Congestion heat map:
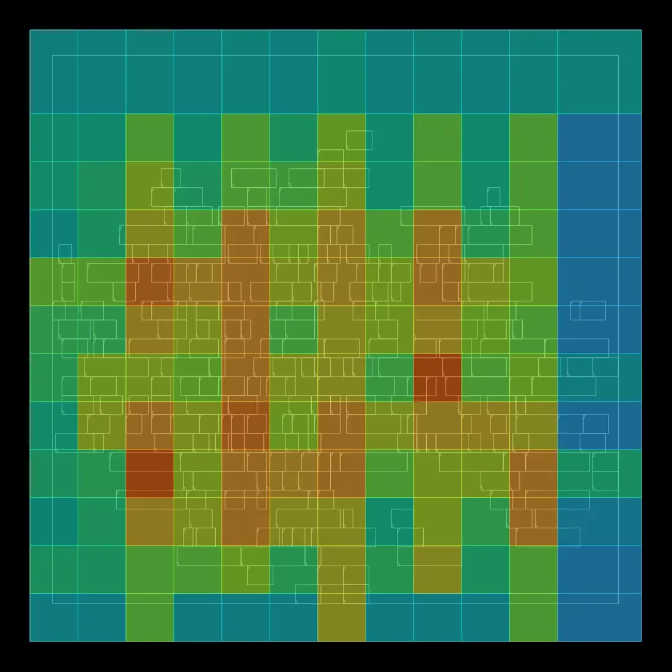
Sequential cells grouped by signal name:
The bar under the picture is 20 um long.
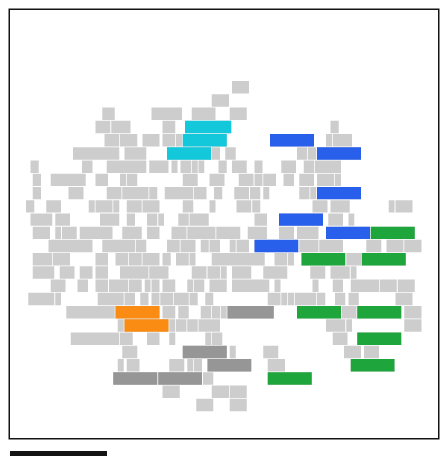
Signal wires on met1:
Cells faint in the background.
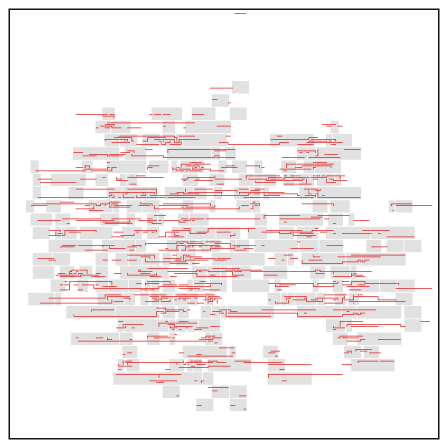
Signal wires on met2:
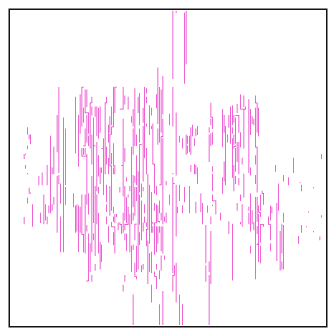
[config.mk]
export PLATFORM = sky130hd
export DESIGN_NAME = traffic_light_monitor
export DESIGN_NICKNAME = d
export VERILOG_FILES = /design/src/rtl/traffic_light_monitor.sv
export SDC_FILE = /design/constraint.sdc
export NUM_CORES = 1
export LEC_CHECK = 0
export CAP_MARGIN = 20
export CORE_MARGIN = 3
export CORE_UTILIZATION = 25
export CTS_CLUSTER_SIZE = 14
export DETAILED_ROUTE_END_ITERATION = 8
export GPL_TIMING_DRIVEN = 0
export SLEW_MARGIN = 20
export SYNTH_ARGS = -nofsm -noshare
export SYNTH_HDL_FRONTEND = slang
export SYNTH_SLANG_ARGS = --single-unit
[constraint.sdc]
create_clock -name clk -period 2.04 [get_ports clk]
set_clock_uncertainty 0.05 [all_clocks]
set_input_delay 0.408 -clock clk [delete_from_list [all_inputs] [get_ports clk]]
set_output_delay 0.408 -clock clk [all_outputs]
set_load 0.01 [all_outputs]
[src/rtl/traffic_light_monitor.sv]
// Passive monitor for the four-approach traffic light bus: decodes the lamp codes into a phase,
// checks phase order and dwell times, latches sticky error flags and counts completed rotations.
module traffic_light_monitor #(
    parameter int GREEN_TIME  = 10,
    parameter int YELLOW_TIME = 5,
    parameter int RED_TIME    = 3
) (
    input  logic       clk,
    input  logic       reset,
    input  logic [2:0] ns_light,
    input  logic [2:0] sn_light,
    input  logic [2:0] ew_light,
    input  logic [2:0] we_light,
    input  logic       err_clear,
    output logic [2:0] phase,
    output logic       in_sync,
    output logic       conflict_err,
    output logic       seq_err,
    output logic       timing_err,
    output logic [7:0] cycle_count
);

    typedef enum logic [1:0] {
        ST_START  = 2'd0,
        ST_TRACK  = 2'd1,
        ST_RESYNC = 2'd2
    } state_t;

    localparam logic [2:0] LAMP_RED    = 3'b100;
    localparam logic [2:0] LAMP_YELLOW = 3'b010;
    localparam logic [2:0] LAMP_GREEN  = 3'b001;

    localparam logic [2:0] PH_NS_G    = 3'd0;
    localparam logic [2:0] PH_NS_Y    = 3'd1;
    localparam logic [2:0] PH_ALL_RED = 3'd2;
    localparam logic [2:0] PH_EW_G    = 3'd3;
    localparam logic [2:0] PH_EW_Y    = 3'd4;
    localparam logic [2:0] PH_ILLEGAL = 3'd7;

    localparam logic DIR_NS = 1'b0;
    localparam logic DIR_EW = 1'b1;

    function automatic logic is_onehot3(input logic [2:0] code);
        return (code == LAMP_RED) || (code == LAMP_YELLOW) || (code == LAMP_GREEN);
    endfunction

    // A timer loaded with N holds its phase for N+1 samples.
    function automatic logic [5:0] expected_dwell(input logic [2:0] ph);
        case (ph)
            PH_NS_G, PH_EW_G: return 6'(GREEN_TIME + 1);
            PH_NS_Y, PH_EW_Y: return 6'(YELLOW_TIME + 1);
            PH_ALL_RED:       return 6'(RED_TIME + 1);
            default:          return 6'd0;
        endcase
    endfunction

    state_t      state_r, state_s;
    logic [2:0]  phase_r, cur_s;
    logic [5:0]  dwell_r, dwell_s, dwell_inc_s, exp_prev_s;
    logic        last_dir_r, last_dir_s;
    logic [7:0]  cycle_count_r, cycle_count_s;
    logic        in_sync_r;
    logic        conflict_err_r, seq_err_r, timing_err_r;
    logic        set_conflict_s, set_seq_s, set_timing_s;

    // Decode the sampled lamp bus into a phase code.
    always_comb begin
        cur_s = PH_ILLEGAL;
        if ((ns_light != sn_light) || (ew_light != we_light) ||
            !is_onehot3(ns_light) || !is_onehot3(ew_light)) begin
            cur_s = PH_ILLEGAL;
        end else if ((ns_light == LAMP_RED) && (ew_light == LAMP_RED)) begin
            cur_s = PH_ALL_RED;
        end else if (ew_light == LAMP_RED) begin
            cur_s = (ns_light == LAMP_GREEN) ? PH_NS_G : PH_NS_Y;
        end else if (ns_light == LAMP_RED) begin
            cur_s = (ew_light == LAMP_GREEN) ? PH_EW_G : PH_EW_Y;
        end else begin
            cur_s = PH_ILLEGAL;
        end
    end

    // Tracking FSM: next state, dwell, direction memory, rotation count and flag set requests.
    always_comb begin
        dwell_inc_s    = (dwell_r == 6'd63) ? 6'd63 : (dwell_r + 6'd1);
        dwell_s        = (cur_s == phase_r) ? dwell_inc_s : 6'd1;
        exp_prev_s     = expected_dwell(phase_r);
        state_s        = state_r;
        last_dir_s     = last_dir_r;
        cycle_count_s  = cycle_count_r;
        set_conflict_s = 1'b0;
        set_seq_s      = 1'b0;
        set_timing_s   = 1'b0;
        if (cur_s == PH_ILLEGAL) begin
            set_conflict_s = 1'b1;
            state_s        = ST_RESYNC;
        end else begin
            case (state_r)
                ST_START: begin
                    if (cur_s == PH_NS_G) begin
                        state_s = ST_TRACK;
                    end else begin
                        set_seq_s = 1'b1;
                        state_s   = ST_RESYNC;
                    end
                end
                ST_TRACK: begin
                    if (cur_s == phase_r) begin
                        // Overstay is flagged only on the first sample past the expected dwell.
                        set_timing_s = (dwell_r == exp_prev_s);
                    end else begin
                        set_timing_s = (dwell_r != exp_prev_s);
                        case ({phase_r, cur_s})
                            {PH_NS_G, PH_NS_Y}, {PH_EW_G, PH_EW_Y}: state_s = ST_TRACK;
                            {PH_NS_Y, PH_ALL_RED}: last_dir_s = DIR_NS;
                            {PH_EW_Y, PH_ALL_RED}: last_dir_s = DIR_EW;
                            {PH_ALL_RED, PH_EW_G}: begin
                                if (last_dir_r == DIR_NS) begin
                                    state_s = ST_TRACK;
                                end else begin
                                    set_seq_s = 1'b1;
                                    state_s   = ST_RESYNC;
                                end
                            end
                            {PH_ALL_RED, PH_NS_G}: begin
                                if (last_dir_r == DIR_EW) begin
                                    cycle_count_s = cycle_count_r + 8'd1;
                                end else begin
                                    set_seq_s = 1'b1;
                                    state_s   = ST_RESYNC;
                                end
                            end
                            default: begin
                                set_seq_s = 1'b1;
                                state_s   = ST_RESYNC;
                            end
                        endcase
                    end
                end
                ST_RESYNC: begin
                    if ((phase_r == PH_ALL_RED) && (cur_s == PH_NS_G)) begin
                        state_s    = ST_TRACK;
                        last_dir_s = DIR_EW;
                    end else if ((phase_r == PH_ALL_RED) && (cur_s == PH_EW_G)) begin
                        state_s    = ST_TRACK;
                        last_dir_s = DIR_NS;
                    end else begin
                        state_s = ST_RESYNC;
                    end
                end
                default: state_s = ST_RESYNC;
            endcase
        end
    end

    // State and output registers; a set request outranks err_clear on the same edge.
    always_ff @(posedge clk or posedge reset) begin
        if (reset) begin
            state_r        <= ST_START;
            phase_r        <= PH_ALL_RED;
            dwell_r        <= 6'd0;
            last_dir_r     <= DIR_EW;
            cycle_count_r  <= 8'd0;
            in_sync_r      <= 1'b0;
            conflict_err_r <= 1'b0;
            seq_err_r      <= 1'b0;
            timing_err_r   <= 1'b0;
        end else begin
            state_r        <= state_s;
            phase_r        <= cur_s;
            dwell_r        <= dwell_s;
            last_dir_r     <= last_dir_s;
            cycle_count_r  <= cycle_count_s;
            in_sync_r      <= (state_s == ST_TRACK);
            conflict_err_r <= set_conflict_s | (conflict_err_r & ~err_clear);
            seq_err_r      <= set_seq_s | (seq_err_r & ~err_clear);
            timing_err_r   <= set_timing_s | (timing_err_r & ~err_clear);
        end
    end

    assign phase        = phase_r;
    assign in_sync      = in_sync_r;
    assign conflict_err = conflict_err_r;
    assign seq_err      = seq_err_r;
    assign timing_err   = timing_err_r;
    assign cycle_count  = cycle_count_r;

endmodule

==> impl_metrics.ini <==
; generated from flow reports
[drt]
dr.pass1.iters = 4
drc = 0

[yosys]
ys_types = 54
top_cells_by_area = dfrtp_1, nand2_1, xnor2_1
top_cells_by_count = dfrtp_1, nand2_1, nor2_1
yosys.area_share.aoi = 0.176
synth-xor-area-share = 0.0782
synth-async-reset-ratio = 1.00
logic_family = simple AND/OR/NAND/NOR gates

[floorplanning]
core_um2 = 6420
die_x_um = 88.0
pin_count = 30
fp_util = 0.261

[critical_path]
crit_fanout = 4
path_class = input port to register
worstSetupEndpointType = register

[run_status]
violations = setup timing
outcome = finished, violations left

[final_layout]
layout.nonclk_buf_frac = 0.204
fin_area_um2 = 2570
combGateArea_um2 = 1250

[cts]
clk_pin_slew_ps = 90
clk_path_buf_depth = 2
h-tree-depth = 1

[timing]
holdWs_ps = 418
fmax_mhz = 396
finalSetupViolations = 19
layout_setup_ws_ps = -486
hold_violations = 0
maxSlewHeadroom = 0.387

[min_path]
hold_path.class = register to register

[placed_design]
portBuffers = 27

[global_route]
grt_pass1_vias = 1498
grt_max_degree = 25
About 'congestion heat map':
wire per inst: 13.6 um
M3 GR Usage: 0.0198
Finished Core Util: 0.400
gr usage total: 0.111

About 'sequential cells grouped by signal name':
legend:
  orange:
    name_in_the_netlist: `state_r`
    sequential_cells: 2
  blue:
    name_in_the_netlist: `dwell_r`
    sequential_cells: 6
    where: middle right
  green:
    name_in_the_netlist: `cycle_count`
    sequential_cells: 8
  cyan:
    name_in_the_netlist: `phase`
    sequential_cells: 3
not colored: 5
Register Area: 603 um^2
Seq area share: 0.235
seq pwr: 0.611 mW

About 'signal wires on met1':
longest straight run: 26.2 um
main direction: horizontal
wire length on this layer: 1,960 um
met1 GRT Util: 0.140
Post-Route WL: 4370 um

About 'signal wires on met2':
share of all routed wire: 51%
nets with wire on the layer: 230
main direction: vertical
wire length on this layer: 2,220 um

-- state kept, by name (all words and copies together), names as in the netlist --
signal,cells
seq_err,1
conflict_err,1
cycle_count,8
phase,3
last_dir_r,1
state_r,2
timing_err,1
dwell_r,6
in_sync,1
-- kinds of logic (layout without fill, tap and decap cells) --
kind of cell	count (synthesis)	in the layout
AOI/OAI and AO/OA	41	41
xor gates and xnor gates	15	15
adders and majority gates	2	2
buffers and inverters	14	68
DFF	24	24
muxes	3	3
and+or+nand+nor	90	90
-- timing repair --
| item | 4_1_cts | 5_1_grt |
|---|---|---|
| setup buffers | 15 | 13 |
| pin swaps | 17 | 17 |
| resized | 58 | 26 |
| setup endpoints to repair | 24 | 24 |
-- path summary, 6_finish.rpt --
path / from / endpoint / slack, ps
worst max-delay path: sn_light[1] / cycle_count[3] / -490
worst min-delay path: cycle_count[7] / cycle_count[7] / 420
worst max register to register: phase[1] / timing_err / -120
worst min register to register: cycle_count[7] / cycle_count[7] / 420
max in group asynchronous: reset / seq_err / 790
min in group asynchronous: reset / cycle_count[7] / 590
-- report_power, final --
group	switching (mW)	leakage, nW	internal, mW	total (mW)
combinational	0.194	0.730	0.208	0.403
clock	0.165	0.0357	0.263	0.428
sequential	0.0744	0.292	0.537	0.611
total	0.434	1.06	1.01	1.44
-- metal layers --
metal,vias up,global-route usage,share of wire
met3,4,0.0198,0.038
met4,0,0.0126,0.0039
met2,33,0.205,0.51
li1,793,-,-
met1,777,0.140,0.45
met5,-,0,0
-- critical path: stages --
cell and delay [ps]:
buf_6 90, or3b_1 360, a211o_1 310, a2111oi_4 420, nand3_2 140, or4_4 590, buf_6 150, nor2_4 70
xor2_1 140
Power is estimated from default activity; no workload was simulated.
